==> config.mk <==
export PLATFORM = sky130hd
export DESIGN_NAME = xnor_run_length_detector
export DESIGN_NICKNAME = d
export VERILOG_FILES = /design/src/rtl/xnor_run_length_detector.sv
export SDC_FILE = /design/constraint.sdc
export NUM_CORES = 1
export LEC_CHECK = 0
export ABC_AREA = 1
export CAP_MARGIN = 20
export CORE_MARGIN = 1
export CORE_UTILIZATION = 41
export DETAILED_ROUTE_END_ITERATION = 7
export PLACE_DENSITY_LB_ADDON = 0.05
export SYNTH_ARGS = -nofsm -noshare
export SYNTH_HDL_FRONTEND = slang
export SYNTH_SLANG_ARGS = --single-unit
==> constraint.sdc <==
create_clock -name clk -period 1.7 [get_ports clk]
set_clock_uncertainty 0.1 [all_clocks]
set_input_delay 0.34 -clock clk [delete_from_list [all_inputs] [get_ports clk]]
set_output_delay 0.34 -clock clk [all_outputs]
set_load 0.02 [all_outputs]
Signal wires on met1:
Bar = 20 um. Cells faint in the background.
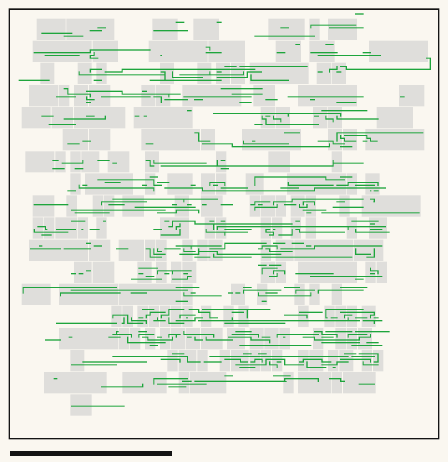
- main direction: horizontal
- share of all routed wire: 46%
via count: 1091
final routed wirelength across all metal layers: 2590 um

Met2 routing:
Bar = 20 um. Cells faint in the background.
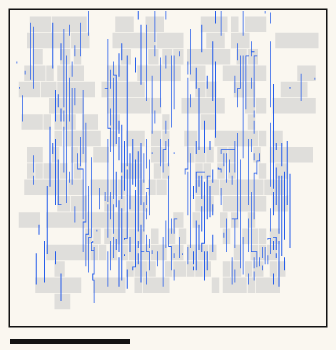
- nets with wire on the layer: 156
- longest straight run: 24.5 um
- share of all routed wire: 49%
met2 routing resource usage after global routing: 0.346

The metal 3 layer:
Bar = 20 um. Cells faint in the background.
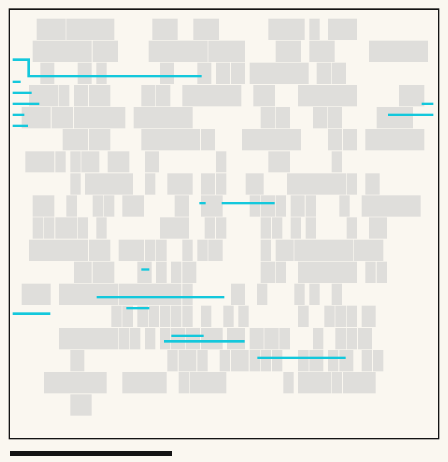
- main direction: horizontal
- share of all routed wire: 3.6%
- wire length on this layer: 93.3 um
routing usage on met3: 0.0551

Congestion heat map:
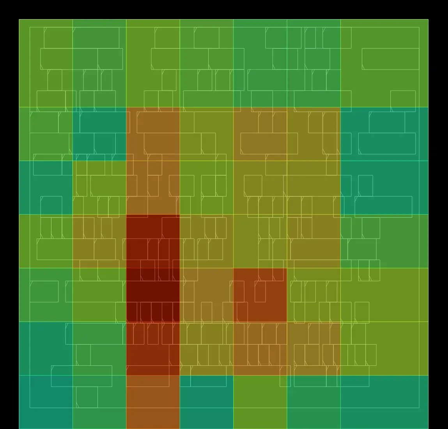
global routing's busiest layer: met2
detail-routed net length per standard cell: 12.0 um

==> run summary <==
Here are the numbers from the latest Yosys + OpenROAD run.

The power in sequential cells is 0.000460 W. CTS placed an instance of sky130_fd_sc_hd__clkbuf_4 at the clock tree root. The power share of the sequential group came out at 0.573. The flop count came out at 19. The post-route fraction of the period consumed by the critical path is 0.981. The first global-routing pass estimated 4400 um of wire. The pre-CTS setup slack is -0.361 ns. The critical setup path kind is reg -> out. The highest attainable clock frequency is 0.600 GHz.

The depth of the worst register-to-register path came out at 9. Setup repair after global routing could not meet its margin everywhere. The number of maximum-capacitance constraint violations is 0. The commonest cells after synthesis are 45 x sky130_fd_sc_hd__nand2_1, 23 x sky130_fd_sc_hd__nand3_1, 19 x sky130_fd_sc_hd__dfxtp_1, 16 x sky130_fd_sc_hd__nor2_1, 15 x sky130_fd_sc_hd__inv_1. The buffer count excluding the clock tree in the final layout is 26. The final cell count without fillers is 215. The number of different library cells used by synthesis comes to 23. The core footprint is 2450 um^2. At the end of routability-driven placement, the weighted congestion stood at 0.888. The final net count came out at 194.

The cell-internal power came out at 0.000591 W. The highest supply drop recorded on VDD is 521 uV. The number of global-route vias before repair is 1034. The layout report gives the register share of total cell area as 0.282. Clock network power for this build is 0.000229 W. The fill cell instance count of the final layout came out at 266. The mux cell area share after synthesis came out at 0. The clock period minus worst slack came out at 1.67 ns. The top-level I/O count came out at 17. The slew check shows that the tightest pin keeps a relative margin of 0.817. Leaving out fill and tap cells, the most frequent cell in the layout is sky130_fd_sc_hd__nand2_1.

The power density over cell area came out at 591 nW/um^2. For reference, the clock transition at the flip-flops on the worst setup and hold paths is 0.10 ns. The path length in cells of the critical path came out at 1. The adder-cell share of the synthesized area came out at 0.0238. The run finished with clean final reports. The count of clock-net buffers in the final layout came out at 4. The post-detailed-route count of antenna-violating nets is 0. The warning total across the stage logs is 28. The worst setup slack after layout came out at 0.0328 ns. The horizontal extent of the die is 52.7 um. After synthesis, the design contains 156 cells according to Yosys. The proportion of register bits with asynchronous set or reset after synthesis came out at 0. The gate family responsible for the most delay along the worst path is buffers and inverters. By area, combinational gates come first. In this run the static leakage power is 0.648 nW. The required time at the worst-slack endpoint came out at 1.26 ns. The total of buffers placed on input and output ports came out at 16. The TritonCTS buffer count is 3. The synthesized instance count came out at 156.
[metal layers]
metal	up-vias	global-route usage	wire length, um	part of all wire
li1	568	-	-	-
met1	497	0.278	1200	0.46
met2	20	0.346	1260	0.49
met3	6	0.0551	93	0.036
met4	0	0.0877	31	0.012
met5	-	0	0	0
[what timing repair did]
item	4_1_cts	5_1_grt
resized	10	11
endpoints found under the hold margin	0	0
setup endpoints to repair	7	18
cloned	0	0
[stage by stage]
step | area (um^2) | total power, W | util | hold WS [ns]
after CTS | 1330 | 0.000809 | 0.543 | 0.392
final | 1360 | 0.000803 | 0.554 | 0.389
after detailed placement | 1320 | 0.000582 | 0.537 | 0.377
after floorplan | 1050 | 0.000531 | - | 0.406
after global routing | 1360 | 0.000848 | 0.554 | 0.409
after global placement | 1320 | 0.000580 | 0.537 | 0.373
Power figures rest on the tool's default switching activity, not on a simulated workload.
